### The clock network, run 1

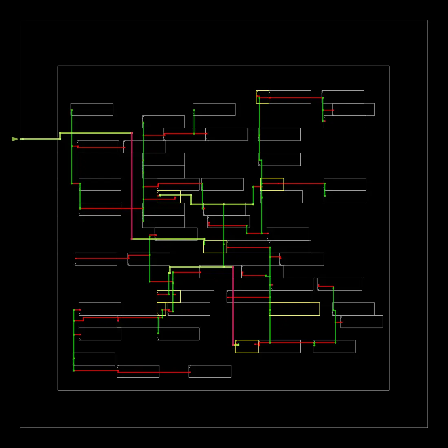
### Placed cells, one color a class, run 1

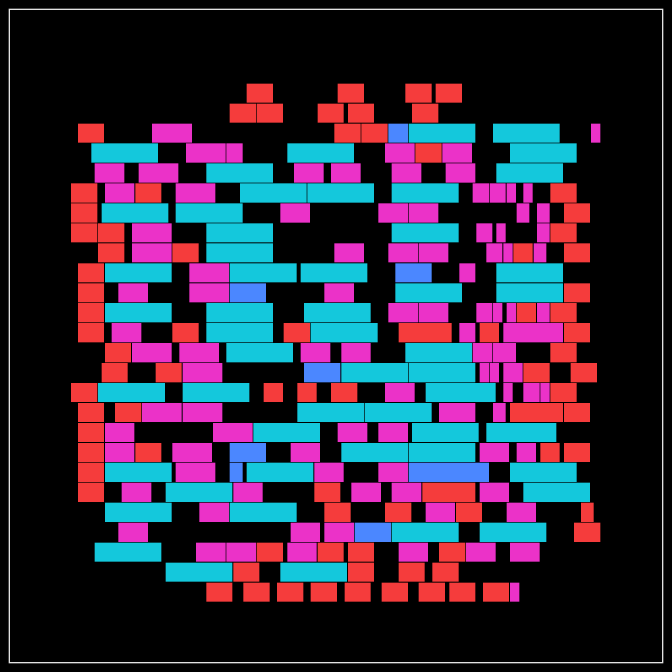
### Register map, names as in the netlist, run 1

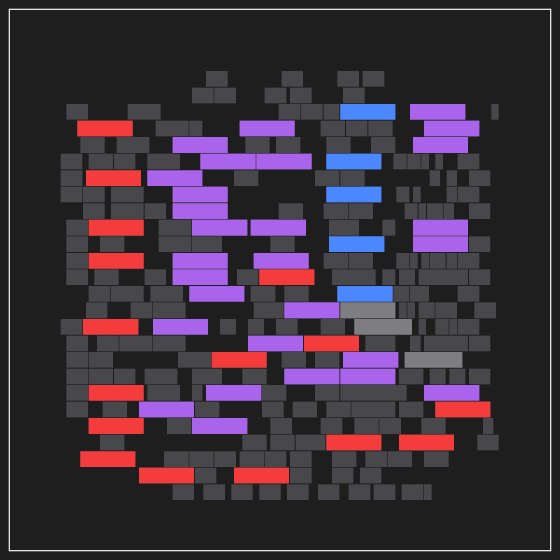
### Clock network drawn from the DEF, run 1

Bar = 20 µm.
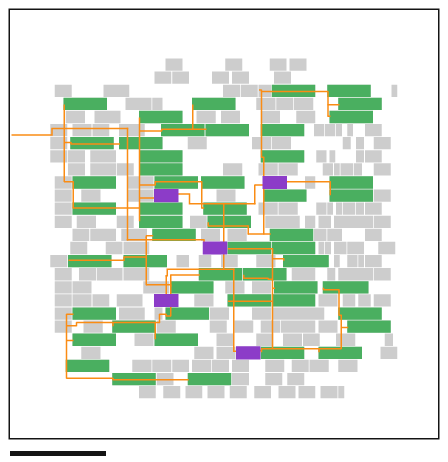
Design imm_split_32_16, sky130hd; sources not shown.
==> Slide: Implementation Results, run 1 <==
Flow Results at a Glance

Status
  – Run status: finished clean

STA
  – Final clock period utilization by the worst path: 97.6%
  – Final Max Slew Viols: 0
  – Finish-stage setup viols: 0
  – Final number of hold-violating endpoints: 0
  – Shortest period the worst path allows: roughly 2.0 ns
  – Worst Slack Setup Final: about 0.048 ns
  – Achievable Freq: approximately 510 MHz

Setup path
  – Number of cells on the worst reg-to-reg path: 5
  – Worst path cell trace: nor2_1, clkdlybuf4s50_1
  – Data required time at the worst endpoint: 1.45 ns
  – Startpoint class of the critical path: flop
  – Gate family responsible for the most delay along the worst path: buffers and inverters
  – Crit Path Category: flop to output port
  – Worst Setup End Kind: output port
  – Count of cell instances traversed by the critical path: 2
  – Crit path max fanout: 5
  – Largest stage delay on the critical path: around 0.51 ns

Cells and area
  – Most common cell after layout, fill and taps aside: sky130_fd_sc_hd__clkdlybuf4s50_1
  – Top cells excl fill/tap: sky130_fd_sc_hd__clkdlybuf4s50_1, sky130_fd_sc_hd__dfrtp_1, sky130_fd_sc_hd__mux2_2
  – Area Overhead vs Synth: 38.7%
  – Ratio of cells with drive above 1 in the final layout: a little over a third
  – Final net count: roughly 280
  – Flip-flop count of the largest register, all copies and words added: 28

Pwr
  – Power density over cell area: between 1000 and 1500 nW/µm²
  – Internal cell power: 3.53 mW
  – Sequential fraction of design power: between 30% and 40%
  – Fraction of power consumed by combinational cells: between 40% and 50%
  – Peak supply drop: 0.786 mV
  – Power after layout: just under 5 mW
  – Switching Fraction: ~28%
  – Lkg Pwr: approximately 1.4 nW

GRT
  – Largest net degree at the start of global routing: 36
  – Vias in the first global route: between 1500 and 2000
  – First-pass GRT wire length: 8180 µm
  – Total grt overflow: 0
  – Antenna violations before repair: 0

Drt
  – Routed vias: 1479
  – DRC marker count from the first detailed-route iteration: 33
  – # DRC: 0

Placement
  – GP Congestion: between 0.7 and 0.8
  – Detailed placement HPWL: 3820 µm
  – Worst slack at placement: -0.000943 ns
  – Placed Area: about 3200 µm²
  – Port Buffers: between 70 and 80

Synth
  – Area share, top type: between 50% and 60%
  – Post-Syn Area per Cell: ~15 µm²
  – Mapped Area: roughly 2400 µm²
  – Cell count listed in synth_stat.txt: ~160
  – Biggest area contributors in the synthesized netlist: sky130_fd_sc_hd__dfrtp_1, sky130_fd_sc_hd__mux2_2, sky130_fd_sc_hd__mux2_4
  – Register area share after synthesis: roughly 54%
  – Number of synthesized register bits: 52
  – Count of different cell masters after synthesis: 22
  – Ys Warns: 0

CTS
  – Clk buf depth: 2
  – Reg clk slew, reported paths: roughly 0.09 ns
  – CTS tree: yes

Floorplan
  – Vert. Die Dim: 88.9 µm
  – Die width: 88.9 µm
  – Full die area: a little under 8000 µm²
  – Fp_density: 46.8%

Flow run
  – Max capacitance violation total: 0

Worst hold path
  – Worst min-delay path class: flop to flop
  – Hold Path Depth: 1
Notes on 'The clock network' above:
number of clock sinks: 52
clock buffer count from CTS: 5

Notes on 'Placed cells, one color a class' above:
Key: clock drivers and dummy loads = blue [cells 8, share of their area 3.5%]; all other logic = magenta [cells 96, share of their area 30%]; flip-flops = cyan [cells 52, share of their area 40%]; other buffers and delay cells = red [cells 83, share of their area 26%]
final core utilization: 64.8%
site row count: 26
post-route cell area: 3310 µm²
flop share of the area: 39.4%
CORE AREA: 5110 µm²

Notes on 'Register map, names as in the netlist' above:
Key: rt_q = blue [placed flops 5]; instr = purple [placed flops 28]; lo_q = red [placed flops 16]
area occupied by registers: 1300 µm²
power dissipated in sequential cells: 1.89 mW

Notes on 'Clock network drawn from the DEF' above:
Key: flip-flops = green [count 52]; cells driving clock nets = purple [count 5]; clock wires = orange [length 554 µm]
There are 6 routed clock nets.
part of the power in the clock network: 14.1%
Clock group: 0.697 mW
source-to-sink clock delay at the later pin of the worst-skew pair: 0.29 ns

## run 1: cell usage after synthesis
| cell | count |
|---|---|
| sky130_fd_sc_hd__dfrtp_1 | 52 |
| sky130_fd_sc_hd__inv_1 | 2 |
| sky130_fd_sc_hd__nor2_2 | 1 |
| sky130_fd_sc_hd__nor2_1 | 1 |
| sky130_fd_sc_hd__and2_1 | 1 |
| sky130_fd_sc_hd__mux2_4 | 16 |
| sky130_fd_sc_hd__nand2_1 | 7 |
| sky130_fd_sc_hd__mux2i_4 | 1 |
| sky130_fd_sc_hd__buf_6 | 5 |
| sky130_fd_sc_hd__o2bb2ai_1 | 1 |
| sky130_fd_sc_hd__buf_4 | 7 |
| sky130_fd_sc_hd__nor2b_4 | 1 |
| sky130_fd_sc_hd__o21ai_0 | 6 |
| sky130_fd_sc_hd__nand4_1 | 5 |
| sky130_fd_sc_hd__conb_1 | 1 |
| sky130_fd_sc_hd__mux2_2 | 47 |
| sky130_fd_sc_hd__clkbuf_1 | 1 |
| sky130_fd_sc_hd__a21o_1 | 2 |
| sky130_fd_sc_hd__buf_2 | 2 |
| sky130_fd_sc_hd__a22oi_1 | 1 |
| sky130_fd_sc_hd__or2_2 | 1 |
| sky130_fd_sc_hd__nand2b_1 | 1 |
## run 1: metrics by stage
stage | hold WS, ns | cells | TNS, ns | utilization [%]
CTS | 0.337 | 309 | 0 | 64.8
finish | 0.332 | 309 | 0 | 64.8
global route | 0.378 | 309 | 0 | 64.8
global placement | 0.210 | 299 | 0 | 62.3
detailed placement | 0.211 | 299 | -0.000943 | 62.3
floorplan | -0.0456 | 163 | 0 | -
## run 1: cells by family (layout without fill, tap and decap cells)
family,after synthesis,after routing,synth area share [%]
mux,64,64,33.2
flops,52,52,54.5
simple gates,18,18,4.19
buf+inv,17,93,5.45
compound gates,10,10,2.57
other cells,1,2,0.157
## run 1: power groups by stage
stage	registers (mW)	logic, mW	clock network (mW)
2_1_floorplan	1.85	1.45	0
4_1_cts	1.90	2.39	0.727
3_3_place_gp	1.92	2.29	0
6_report	1.89	2.34	0.697
3_5_place_dp	1.94	2.34	0
5_1_grt	1.97	2.54	0.763
## run 1: metal layers
layer	GRT usage (%)	wire (µm)
met1	15.3	1990
met2	23.0	2440
met3	5.29	447
met4	4.61	40
met5	0	0
## run 1: area by class of cell
type                    instances  area, µm²
clock inverters                 3       42.5
well taps                      70       87.6
clock buffers                   5       68.8
repair buffers                 83        841
multi-input cells              94        961
inverters                       2       7.51
fillers                       403       1800
flip-flops and latches         52       1300
## run 1: what timing repair did
action / CTS / global route
endpoints found under the hold margin: 17 / 0
pin swaps: 0 / 0
buffers inserted: 1 / 0
endpoints found under the setup margin: 2 / 1
resized: 1 / 1
hold buffers: 1 / 0
--- run 2 (diff from run 1) ---
- CORE_UTILIZATION: 45 -> 42
- PLACE_DENSITY: 0.77 -> 0.76
- clock period: 2 -> 1.6 ns (I/O delays scaled with it)
### Logic cells by family, run 2

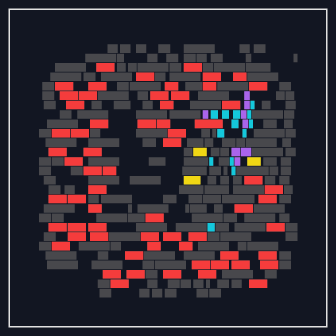
Key: NAND gates = cyan [cells 13]; NOR gates = yellow [cells 3]; multiplexers = red [cells 64]; inverting AOI/OAI gates = purple [cells 8]
Comb/total area: 30.5%
most common cell after layout, fill and taps aside: sky130_fd_sc_hd__mux2_4
Final Instance Count excl. Fillers: 334

==> Slide: Implementation Results, run 2 <==
Flow Results at a Glance

Status
  – Run status: complete, but fails checks
  – Failing checks: setup timing

Synth
  – Most numerous cell types in the synthesized netlist: sky130_fd_sc_hd__dfrtp_1, sky130_fd_sc_hd__mux2_2, sky130_fd_sc_hd__mux2_4
  – Main synth FF type: sky130_fd_sc_hd__dfrtp_1
  – Register area share after synthesis: roughly 54%
  – Number of synthesized register bits: between 50 and 60
  – Post-synth EDFFs: 0
  – Share of async-settable or async-resettable flops after synthesis: 100%
  – Cell count listed in synth_stat.txt: between 150 and 200
  – Area share, top type: ~54%
  – Post-Syn Area per Cell: 14.7 µm²
  – Most frequent cell after synthesis: sky130_fd_sc_hd__dfrtp_1
  – Mapped Area: around 2400 µm²
  – Count of different cell masters after synthesis: 22
  – Ys Warns: 0

Cells and area
  – Diodes inserted: 0
  – Post-route cell area: between 3000 and 4000 µm²
  – Fillers: around 420
  – Flip-flop count of the largest register, all copies and words added: 28
  – Final net count: slightly above 300
  – Final core utilization: 66.5%
  – Ratio of cells with drive above 1 in the final layout: between 40% and 50%
  – Top cells excl fill/tap: sky130_fd_sc_hd__mux2_4, sky130_fd_sc_hd__dfrtp_1, sky130_fd_sc_hd__clkdlybuf4s50_1
  – Area Overhead vs Synth: 53.3%

Setup path
  – Data required time at the worst endpoint: 1.64 ns
  – Startpoint class of the critical path: flop
  – Number of cells on the worst reg-to-reg path: 5
  – Data arrival at the endpoint of the critical path: 1.76 ns
  – Worst Setup End Kind: flop

Drt
  – Routed vias: around 1600
  – DRC marker count from the first detailed-route iteration: about 64
  – # DRC: 0

STA
  – Setup TNS Final: -4.09 ns
  – Final Max Slew Viols: 0
  – Final clock period utilization by the worst path: 108%
  – Worst Slack Setup Final: -0.122 ns
  – Shortest period the worst path allows: between 1.5 and 2 ns
  – Final number of hold-violating endpoints: 0
  – Achievable Freq: 581 MHz
  – Finish-stage setup viols: around 45
  – Worst hold slack across all endpoints: about 0.33 ns

Placement
  – Number of cells in the design after placement: between 300 and 400
  – Port Buffers: between 70 and 80
  – Placed Area: 3270 µm²
  – GP Congestion: ~0.8
  – Worst slack at placement: -0.420 ns
  – Detailed placement HPWL: between 3000 and 4000 µm

GRT
  – Largest net degree at the start of global routing: 53
  – Total grt overflow: 0
  – Vias in the first global route: 1763
  – First-pass GRT wire length: just under 9000 µm
  – Antenna violations before repair: 0

Worst hold path
  – Worst min-delay path class: flop to flop
  – Hold Path Depth: 1

CTS
  – Reg clk slew, reported paths: roughly 0.090 ns
  – Clk buf depth: 2
  – Clock buffer count from CTS: 5
  – Number of clock sinks: roughly 52
  – Source-to-sink clock delay at the later pin of the worst-skew pair: 0.30 ns
  – CTS tree: yes

Pwr
  – Power density over cell area: around 1900 nW/µm²
  – Power after layout: ~7 mW
  – Lkg Pwr: 1.74 nW
  – Peak supply drop: approximately 0.76 mV

Floorplan
  – Die width: 91.4 µm
  – Site row count: 27
  – Full die area: about 8400 µm²
  – Fp_density: 43.4%

Flow run
  – Max capacitance violation total: 0
  – Number of OpenROAD warnings: 29
### Placed cells, one color a class, run 2

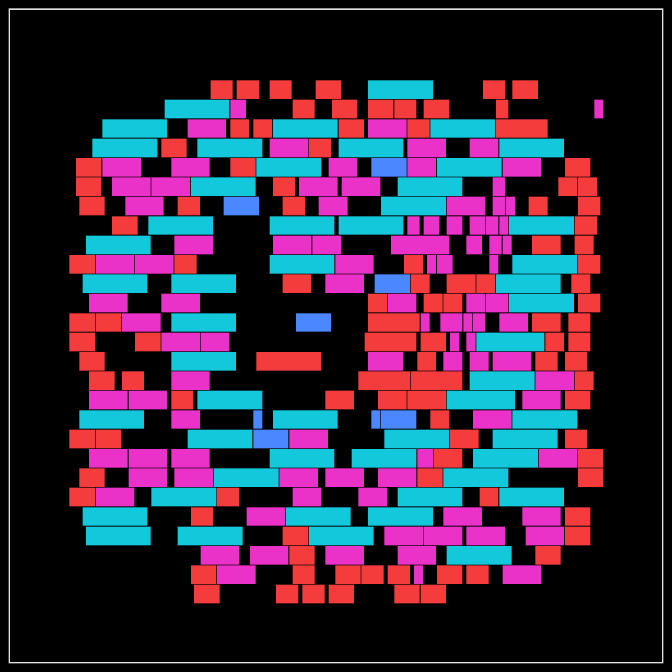
Key: flip-flops = cyan [cells 52, share of their area 36%]; clock drivers and dummy loads = blue [cells 8, share of their area 2.5%]; all other logic = magenta [cells 96, share of their area 32%]; other buffers and delay cells = red [cells 106, share of their area 29%]
flop share of the area: 35.6%
CORE AREA: 5510 µm²

-- run 2: cell counts after synthesis --
Identical to the previous run, type by type.
-- run 2: report_power, final --
part / total [mW] / switching (mW) / leakage (nW) / internal [mW]
logic: 3.76 / 1.24 / 1.09 / 2.53
registers: 2.34 / 0.364 / 0.609 / 1.97
clock network: 0.753 / 0.399 / 0.0455 / 0.353
total: 6.85 / 2.00 / 1.74 / 4.85
-- run 2: repair_timing --
action,CTS,global route
cloned,0,1
endpoints found under the hold margin,52,0
setup buffers,9,4
endpoints found under the setup margin,77,44
hold buffers,1,0
resized,59,34
-- run 2: worst max-delay path: stages (launching register included) --
cell and delay (ns):
sky130_fd_sc_hd__dfrtp_2 0.42, sky130_fd_sc_hd__buf_6 0.13, sky130_fd_sc_hd__nor2b_4 0.16, sky130_fd_sc_hd__buf_12 0.18
sky130_fd_sc_hd__mux2_4 0.31, sky130_fd_sc_hd__mux2_4 0.25
-- run 2: final cells by class --
class                      instances  area (µm²)  area share [%]
tap                               72        90.1            2.46
clock buffer                       8        90.1            2.46
inverter                           2        7.51           0.205
multi-input combinational         94        1120            30.5
timing repair buffer             106        1050            28.7
sequential                        52        1300            35.6
-- run 2: metal layers --
metal  track usage, %  vias to the layer above  part of all wire, %
li1                 -                      755                    -
met4             3.68                        0                  1.1
met1             14.7                      778                   44
met5                0                        -                    0
met3             5.43                        6                  6.7
met2             21.7                       47                   49
-- run 2: cell families after synthesis --
kind of cell	share of synthesized area, %
AOI/OAI and AO/OA	2.57
muxes	33.2
other	0.157
DFF	54.5
buffers and inverters	5.45
and+or+nand+nor	4.19
Power is estimated from default activity; no workload was simulated.
